--- src/rtl/trim_seq_gen_pkg.sv ---
//------------------------------------------------------------------------------
// trim_seq_gen_pkg : shared types and constants for the trim sequence generator
// Optional build macro: TRIM_PARITY_EN (adds one even-parity bit per frame)
// Rev 1.0
//------------------------------------------------------------------------------
`default_nettype none

package trim_seq_gen_pkg;

   localparam int          DEF_CODE_W   = 12;
   localparam logic [11:0] DEF_RST_CODE = 12'h800;

   typedef enum logic [2:0] {
      ST_IDLE  = 3'd0,
      ST_LOAD  = 3'd1,
      ST_SHIFT = 3'd2,
      ST_LATCH = 3'd3,
      ST_DWELL = 3'd4,
      ST_NEXT  = 3'd5
   } state_t;

   // Serial bits per frame: the code itself plus the optional parity bit
   function automatic int frame_bits(input int code_w);
`ifdef TRIM_PARITY_EN
      return code_w + 1;
`else
      return code_w;
`endif
   endfunction

endpackage

`default_nettype wire

--- src/rtl/trim_seq_gen_ser.sv ---
//------------------------------------------------------------------------------
// trim_seq_gen_ser : bit-period divider and MSB-first serializer with ENCLK/DOUT
// Optional build macro: TRIM_PARITY_EN (even-parity bit appended after the LSB)
// Rev 1.0
//------------------------------------------------------------------------------
`default_nettype none

module trim_seq_gen_ser
   import trim_seq_gen_pkg::*;
#(
   parameter int CODE_W  = DEF_CODE_W,
   parameter int CLK_DIV = 4
) (
   input  logic              clk_i,
   input  logic              rst_i,
   input  logic              clr_i,
   input  logic              load_i,
   input  logic [CODE_W-1:0] code_i,
   output logic              enclk_o,
   output logic              dout_o,
   output logic              busy_o,
   output logic              frame_done_o
);

   localparam int FB    = frame_bits(CODE_W);
   localparam int DIV_W = $clog2(CLK_DIV);
   localparam int BIT_W = $clog2(FB);

   localparam logic [DIV_W-1:0] DIV_LAST = DIV_W'(CLK_DIV - 1);
   localparam logic [DIV_W-1:0] DIV_HALF = DIV_W'(CLK_DIV / 2);
   localparam logic [BIT_W-1:0] BIT_LAST = BIT_W'(FB - 1);

   logic              active_q;
   logic [DIV_W-1:0]  div_q;
   logic [BIT_W-1:0]  bit_q;
   logic [FB-1:0]     sreg_q;
   logic              enclk_q;
   logic              dout_q;
   logic [FB-1:0]     frame_d;
   logic [DIV_W-1:0]  div_nx_d;

`ifdef TRIM_PARITY_EN
   assign frame_d = {code_i, ^code_i};
`else
   assign frame_d = code_i;
`endif

   assign div_nx_d = div_q + DIV_W'(1);

   always_ff @(posedge clk_i) begin
      if (rst_i || clr_i) begin
         active_q <= 1'b0;
         div_q    <= '0;
         bit_q    <= '0;
         sreg_q   <= '0;
         enclk_q  <= 1'b0;
         dout_q   <= 1'b0;
      end else if (load_i) begin
         active_q <= 1'b1;
         div_q    <= '0;
         bit_q    <= '0;
         sreg_q   <= frame_d;
         dout_q   <= frame_d[FB-1];
         enclk_q  <= 1'b0;
      end else if (active_q) begin
         if (div_q == DIV_LAST) begin
            div_q   <= '0;
            enclk_q <= 1'b0;
            if (bit_q == BIT_LAST) begin
               active_q <= 1'b0;
               dout_q   <= 1'b0;
            end else begin
               bit_q  <= bit_q + BIT_W'(1);
               sreg_q <= sreg_q << 1;
               dout_q <= sreg_q[FB-2];
            end
         end else begin
            // ENCLK rises half-way through the bit so the chain samples a settled DOUT
            div_q   <= div_nx_d;
            enclk_q <= (div_nx_d >= DIV_HALF);
         end
      end
   end

   assign enclk_o      = enclk_q;
   assign dout_o       = dout_q;
   assign busy_o       = active_q;
   assign frame_done_o = (bit_q == BIT_LAST) && (div_q == DIV_LAST);

endmodule

`default_nettype wire

--- src/rtl/trim_seq_gen.sv ---
//------------------------------------------------------------------------------
// trim_seq_gen : trim-code sequencer (single frame or LO..HI sweep) for BGR trim chain
// Optional build macro: TRIM_PARITY_EN (one even-parity bit per frame)
// Rev 1.0
//------------------------------------------------------------------------------
`default_nettype none

module trim_seq_gen
   import trim_seq_gen_pkg::*;
#(
   parameter int                CODE_W   = DEF_CODE_W,
   parameter int                CLK_DIV  = 4,
   parameter int                DWELL    = 1000,
   parameter logic [CODE_W-1:0] RST_CODE = CODE_W'(DEF_RST_CODE)
) (
   input  logic              clk50_i,
   input  logic              rst_i,
   input  logic              start_i,
   input  logic              abort_i,
   input  logic              mode_i,
   input  logic [CODE_W-1:0] code_in_i,
   input  logic [CODE_W-1:0] code_lo_i,
   input  logic [CODE_W-1:0] code_hi_i,
   input  logic [CODE_W-1:0] step_i,
   output logic              enclk_o,
   output logic              dout_o,
   output logic              latch_o,
   output logic [CODE_W-1:0] trimcode_o,
   output logic              busy_o,
   output logic              done_o
);

   localparam int DW_W = (DWELL > 1) ? $clog2(DWELL) : 1;

   state_t            state_q;
   logic              start_q;
   logic              mode_q;
   logic [CODE_W-1:0] code_q;
   logic [CODE_W-1:0] hi_q;
   logic [CODE_W-1:0] step_q;
   logic [DW_W-1:0]   dwell_q;
   logic              latch_q;
   logic              busy_q;
   logic              done_q;
   logic [CODE_W-1:0] trimcode_q;

   logic              start_edge_d;
   logic [CODE_W:0]   nxt_d;
   logic              sweep_end_d;
   logic              ser_load_d;
   logic [CODE_W-1:0] ser_code_d;
   logic              ser_clr_d;
   logic              ser_busy;
   logic              ser_last;

   assign start_edge_d = start_i & ~start_q;
   // Extra MSB catches carry-out so the sweep never wraps past full scale
   assign nxt_d        = {1'b0, code_q} + {1'b0, step_q};
   assign sweep_end_d  = nxt_d[CODE_W] || (nxt_d[CODE_W-1:0] > hi_q);
   assign ser_clr_d    = abort_i && (state_q != ST_IDLE);
   assign ser_load_d   = (state_q == ST_LOAD) || ((state_q == ST_NEXT) && !sweep_end_d);
   assign ser_code_d   = (state_q == ST_NEXT) ? nxt_d[CODE_W-1:0] : code_q;

   trim_seq_gen_ser #(
      .CODE_W  (CODE_W),
      .CLK_DIV (CLK_DIV)
   ) u_ser (
      .clk_i        (clk50_i),
      .rst_i        (rst_i),
      .clr_i        (ser_clr_d),
      .load_i       (ser_load_d),
      .code_i       (ser_code_d),
      .enclk_o      (enclk_o),
      .dout_o       (dout_o),
      .busy_o       (ser_busy),
      .frame_done_o (ser_last)
   );

   always_ff @(posedge clk50_i) begin
      if (rst_i) begin
         state_q    <= ST_IDLE;
         start_q    <= 1'b0;
         mode_q     <= 1'b0;
         code_q     <= '0;
         hi_q       <= '0;
         step_q     <= '0;
         dwell_q    <= '0;
         latch_q    <= 1'b0;
         busy_q     <= 1'b0;
         done_q     <= 1'b0;
         trimcode_q <= RST_CODE;
      end else begin
         start_q <= start_i;
         latch_q <= 1'b0;
         done_q  <= 1'b0;
         if (ser_clr_d) begin
            state_q <= ST_IDLE;
            busy_q  <= 1'b0;
         end else begin
            case (state_q)
               ST_IDLE: begin
                  if (start_edge_d && !abort_i) begin
                     state_q <= ST_LOAD;
                     busy_q  <= 1'b1;
                     mode_q  <= mode_i;
                     code_q  <= mode_i ? code_lo_i : code_in_i;
                     hi_q    <= code_hi_i;
                     step_q  <= (step_i == '0) ? CODE_W'(1) : step_i;
                  end
               end
               ST_LOAD: state_q <= ST_SHIFT;
               ST_SHIFT: begin
                  if (ser_busy && ser_last) begin
                     state_q    <= ST_LATCH;
                     latch_q    <= 1'b1;
                     trimcode_q <= code_q;
                  end
               end
               ST_LATCH: begin
                  if (mode_q) begin
                     state_q <= ST_DWELL;
                     dwell_q <= DW_W'(DWELL - 1);
                  end else begin
                     state_q <= ST_IDLE;
                     busy_q  <= 1'b0;
                     done_q  <= 1'b1;
                  end
               end
               ST_DWELL: begin
                  if (dwell_q == '0) state_q <= ST_NEXT;
                  else               dwell_q <= dwell_q - DW_W'(1);
               end
               ST_NEXT: begin
                  if (sweep_end_d) begin
                     state_q <= ST_IDLE;
                     busy_q  <= 1'b0;
                     done_q  <= 1'b1;
                  end else begin
                     state_q <= ST_SHIFT;
                     code_q  <= nxt_d[CODE_W-1:0];
                  end
               end
               default: state_q <= ST_IDLE;
            endcase
         end
      end
   end

   assign latch_o    = latch_q;
   assign trimcode_o = trimcode_q;
   assign busy_o     = busy_q;
   assign done_o     = done_q;

endmodule

`default_nettype wire

--- config.mk ---
export PLATFORM = sky130hd
export DESIGN_NAME = trim_seq_gen
export DESIGN_NICKNAME = d
export VERILOG_FILES = /design/src/rtl/trim_seq_gen_pkg.sv /design/src/rtl/trim_seq_gen_ser.sv /design/src/rtl/trim_seq_gen.sv
export SDC_FILE = /design/constraint.sdc
export NUM_CORES = 1
export LEC_CHECK = 0
export CORE_AREA = 5 5 81 120
export DETAILED_ROUTE_END_ITERATION = 8
export DIE_AREA = 0 0 86 125
export HOLD_SLACK_MARGIN = 0.02
export PLACE_DENSITY = 0.95
export SLEW_MARGIN = 5
export SYNTH_ARGS = -nofsm -noshare
export SYNTH_HDL_FRONTEND = slang
export SYNTH_SLANG_ARGS = --single-unit
--- constraint.sdc ---
create_clock -name clk50_i -period 11.3 [get_ports clk50_i]
set_input_delay 3.39 -clock clk50_i [delete_from_list [all_inputs] [get_ports clk50_i]]
set_output_delay 3.39 -clock clk50_i [all_outputs]
set_load 0.02 [all_outputs]
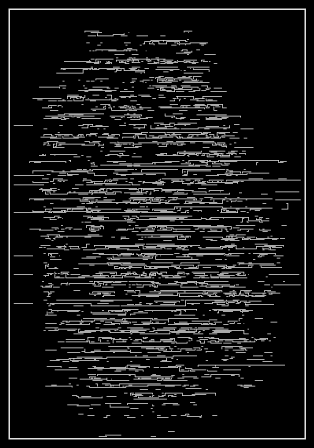
*The metal 1 layer, run 1*
The layer holds 38% of the routed length. The longest straight run is 25.3 um. The wires run mostly horizontal.
vias: 4678
GR Util met1: 27.82%
Routed WL: 13.56 mm

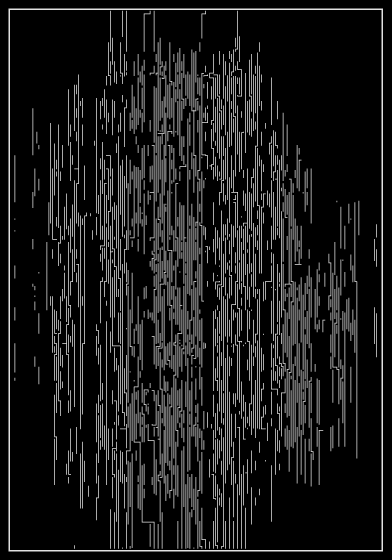
*The metal 2 layer, run 1*
640 nets have wire on it. The layer holds 53% of the routed length. The layer carries 7160 um of wire. The wires run mostly vertical. The longest straight run is 49.3 um.
M2 GR Usage: 45.66%

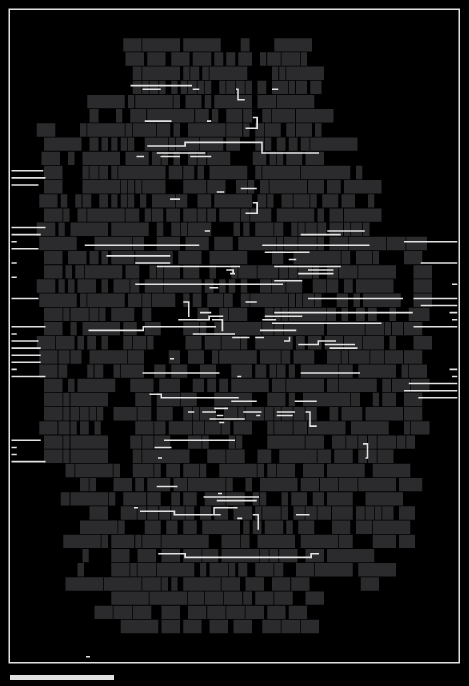
*Signal wires on met3, run 1*
Bar = 20 um. Cells faint in the background.
The longest straight run is 28.1 um. The layer carries 750 um of wire. 89 nets have wire on it.
met3 Use GR: 3.621%

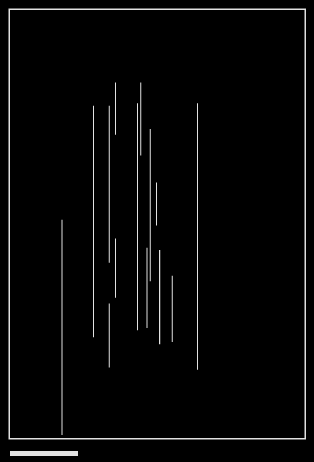
*The metal 4 layer, run 1*
Bar = 20 um.
12 nets have wire on it. The layer holds 3.8% of the routed length. The layer carries 516 um of wire. The wires run mostly vertical.

==> Slide: Implementation Results, run 1 <==
Flow Results at a Glance

Status
  • Outcome: finished, final reports clean

Synthesis
  • Post-Syn Instances: 594
  • Adder share: roughly 7%
  • Simple-Gate Area Share: between 20 and 25%
  • Comb area leader: simple AND/OR/NAND/NOR gates
  • Yosys warns: 0
  • Top cell area share: approximately 34%
  • Synth Seq Share: 34.19%

Power and ir drop
  • Switching power: between 200 and 250 uW
  • Biggest consumer: registers

Final timing
  • Slew Viols, Final: 0
  • FMAX: between 150 and 200 MHz
  • Fin Hold WS: between 0.4 and 0.5 ns
  • Setup_tns: 0 ns
  • Min cycle time layout: 5.535 ns

Cells and area
  • Sequential share of cell area: between 20% and 30%
  • CLK BUF: 13
  • Final Util: 68.54%
  • Net count, final: between 700 and 800
  • Register area: approximately 1700 um2

Worst setup path
  • Critical R2R Launch: code_q[0]$_SDFFE_PP0P_
  • Setup crit end: state_q[0]$_SDFFE_PP0P_
  • CP Buf/Inv Count: 4
  • Crit path depth: 7
  • Critical path endpoint category: flop
  • Worst path cell trace: buf_2, buf_4, clkinv_1, nand2_1, inv_1, nand2_1, a211oi_1
  • CP peak stage delay: 0.79 ns

Routing
  • Remaining antenna violation count after routing: 0
  • Vias per Instance: between 6 and 7
  • # DRC: 0
  • First-pass iteration count of the detailed router: 5

Global route
  • First-pass GRT wire length: 21.77 mm

Die
  • Die height: 125 um
  • Num rows: 42

Clocking
  • # hold bufs at CTS: 0
==> run 1: cell usage in the layout, fill, tap and decap left out, types with 3 or more instances in the layout <==
cell / netlist / layout
nand3b_1: 4 / 4
a311oi_1: 7 / 7
nand3_1: 6 / 6
o211ai_1: 5 / 5
nor3b_1: 5 / 5
nor2_1: 41 / 41
a21oi_1: 56 / 56
nor3_1: 14 / 13
and4_1: 3 / 3
o211a_1: 3 / 3
xor2_1: 4 / 4
a211o_1: 3 / 3
nand2b_1: 5 / 5
ha_1: 27 / 27
a211oi_1: 10 / 10
dfxtp_1: 85 / 85
o31ai_1: 4 / 4
and2_1: 3 / 3
xnor2_1: 7 / 7
a21o_1: 4 / 4
or3_1: 3 / 3
nor2b_1: 7 / 7
o21a_1: 7 / 7
a31oi_1: 10 / 10
clkdlybuf4s50_1: 0 / 68
clkbuf_16: 0 / 9
mux2i_1: 43 / 43
nand4_1: 7 / 7
or2_2: 3 / 3
inv_1: 24 / 24
nor4_1: 5 / 5
o21ai_0: 17 / 17
nand2_1: 85 / 85
clkbuf_1: 22 / 3
mux2_2: 12 / 12
buf_4: 1 / 5
o21ai_1: 4 / 4
==> run 1: metal layers <==
layer  up-vias  share of wire (%)  GRT usage [%]
li1       2238                  -              -
met1      2216                 38          27.82
met2       192                 53          45.66
met3        32                5.5          3.621
met4         0                3.8          12.86
met5         -                  0              0
==> run 1: state kept, by name (all words and copies together), names as in the netlist <==
signal,flops
trimcode_o,12
state_q,3
step_q,12
u_ser.dout_o,1
start_q,1
u_ser.enclk_o,1
dwell_q,10
latch_o,1
u_ser.div_q,1
done_o,1
mode_q,1
code_q,12
u_ser.busy_o,1
busy_o,1
u_ser.bit_q,4
hi_q,12
u_ser.sreg_q,11
==> run 1 -> run 2 <==
--- a/config.mk
+++ b/config.mk
@@ -5,11 +5,11 @@
 export SDC_FILE = /design/constraint.sdc
 export NUM_CORES = 1
 export LEC_CHECK = 0
-export CORE_AREA = 5 5 81 120
+export CORE_AREA = 5 5 84 125
 export DETAILED_ROUTE_END_ITERATION = 8
-export DIE_AREA = 0 0 86 125
+export DIE_AREA = 0 0 89 130
 export HOLD_SLACK_MARGIN = 0.02
-export PLACE_DENSITY = 0.95
+export PLACE_DENSITY = 0.89
 export SLEW_MARGIN = 5
 export SYNTH_ARGS = -nofsm -noshare
 export SYNTH_HDL_FRONTEND = slang
==> constraint.sdc (replaced) <==
create_clock -name clk50_i -period 5.8 [get_ports clk50_i]
set_input_delay 1.74 -clock clk50_i [delete_from_list [all_inputs] [get_ports clk50_i]]
set_output_delay 1.74 -clock clk50_i [all_outputs]
set_load 0.02 [all_outputs]
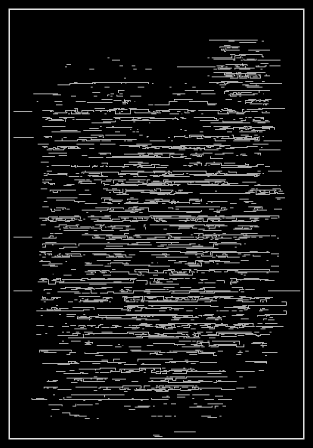
*The metal 1 layer, run 2*
667 nets have wire on it. The wires run mostly horizontal. The longest straight run is 28.5 um. The layer holds 39% of the routed length.

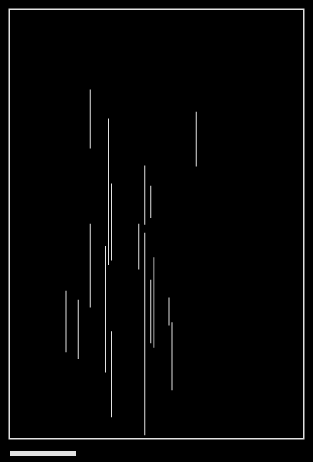
*The metal 4 layer, run 2*
Bar = 20 um.
The longest straight run is 61.2 um. The wires run mostly vertical. The layer carries 403 um of wire. 13 nets have wire on it. The layer holds 3.1% of the routed length.
vias: 4646
Routed WL: 13.20 mm

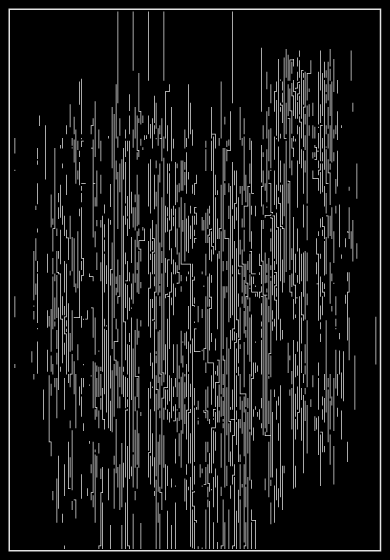
*The metal 2 layer, run 2*
The layer carries 6840 um of wire. The wires run mostly vertical. 623 nets have wire on it. The longest straight run is 56.4 um.

==> Slide: Implementation Results, run 2 <==
Flow Results at a Glance

Status
  • Outcome: finished, final reports clean

Power and ir drop
  • Switching power: ~420 uW
  • Biggest consumer: registers

Synthesis
  • Main synth FF type: dfxtp_1
  • Comb area leader: simple AND/OR/NAND/NOR gates
  • Simple-Gate Area Share: around a fifth
  • Top cell area share: between 30% and 40%
  • Yosys warns: 0
  • Adder share: under 10%
  • Synthesized cell area: 4977 um2

Final timing
  • Min cycle time layout: about 4.3 ns
  • Setup_tns: 0 ns
  • FMAX: around 230 MHz
  • Slew Viols, Final: 0

Worst setup path
  • Setup crit start kind: flop
  • Worst path cell trace: ha_1, inv_1, fa_1, nor2b_1, o31a_1, o2111ai_1, nand2_1, xnor2_1, ha_1, o21ai_0, o21ai_0, or3_1, o21ai_1, nand3_2, mux2_2
  • CP Buf/Inv Count: 1
  • Worst EP arrival: 4.52 ns
  • Top delay family on crit path: AND-OR/OR-AND gates

Global route
  • GR Util met1: a little over a quarter
  • M2 GR Usage: between 40% and 50%
  • Pin count of the biggest net entering global routing: 57
  • GRT Max-Usage Layer: met2
  • Met3 Use GR: 3.790%

Routing
  • First-pass iteration count of the detailed router: 6
  • Highest Signal Layer: met4
  • Remaining antenna violation count after routing: 0
  • Met3 routed WL: approximately 800 um
  • Met2 wire length: between 6 and 7 mm
  • Vias per Instance: about 6.1
  • Metal1 wirelength: roughly 5.2 mm

Die
  • Num rows: between 40 and 50
  • Die height: ~130 um

Cells and area
  • Final Util: approximately two thirds
  • Most instantiated logic cells after routing: nand2_1, dfxtp_1, clkdlybuf4s50_1
  • Net count, final: about 730
[run 2: cell counts after synthesis]
No cell type changed its count.
[run 2: cell type report]
| type | count | area [um2] | share of cell area [%] |
|---|---|---|---|
| Clock inverter | 5 | 83.83 | 1.390 |
| Clock buffer | 11 | 242.7 | 4.026 |
| Multi-Input combinational cell | 448 | 3022 | 50.11 |
| Sequential cell | 85 | 1702 | 28.22 |
| Inverter | 25 | 93.84 | 1.556 |
| Tap cell | 112 | 140.1 | 2.324 |
| Timing Repair Buffer | 77 | 745.7 | 12.37 |
[run 2: final timing paths]
check                                             from                   endpoint  cells past startpoint
worst min-delay path              hi_q[2]$_SDFFE_PP0P_       hi_q[2]$_SDFFE_PP0P_                      2
worst max-delay path            code_q[0]$_SDFFE_PP0P_  u_ser.dout_o$_SDFFE_PP0P_                     15
worst max register to register  code_q[0]$_SDFFE_PP0P_  u_ser.dout_o$_SDFFE_PP0P_                     15
worst min register to register    hi_q[2]$_SDFFE_PP0P_       hi_q[2]$_SDFFE_PP0P_                      2
[run 2: cells by family (layout without fill, tap and decap cells)]
group / count (synthesis) / count (layout)
AOI/OAI and AO/OA: 148 / 148
xor gates and xnor gates: 11 / 11
adders and majority gates: 28 / 28
buffers and inverters: 61 / 118
DFF: 85 / 85
muxes: 55 / 55
and+or+nand+nor: 206 / 206
[run 2: through the flow]
stage	hold slack [ns]	power (uW)	worst slack [ns]
floorplan	0.4363	826.3	2.235
global placement	0.4443	917.3	1.720
detailed placement	0.4536	928.7	1.631
CTS	0.4616	1550	1.576
global route	0.4869	1613	1.175
finish	0.4596	1550	1.509
Power and IR drop assume default switching activity.
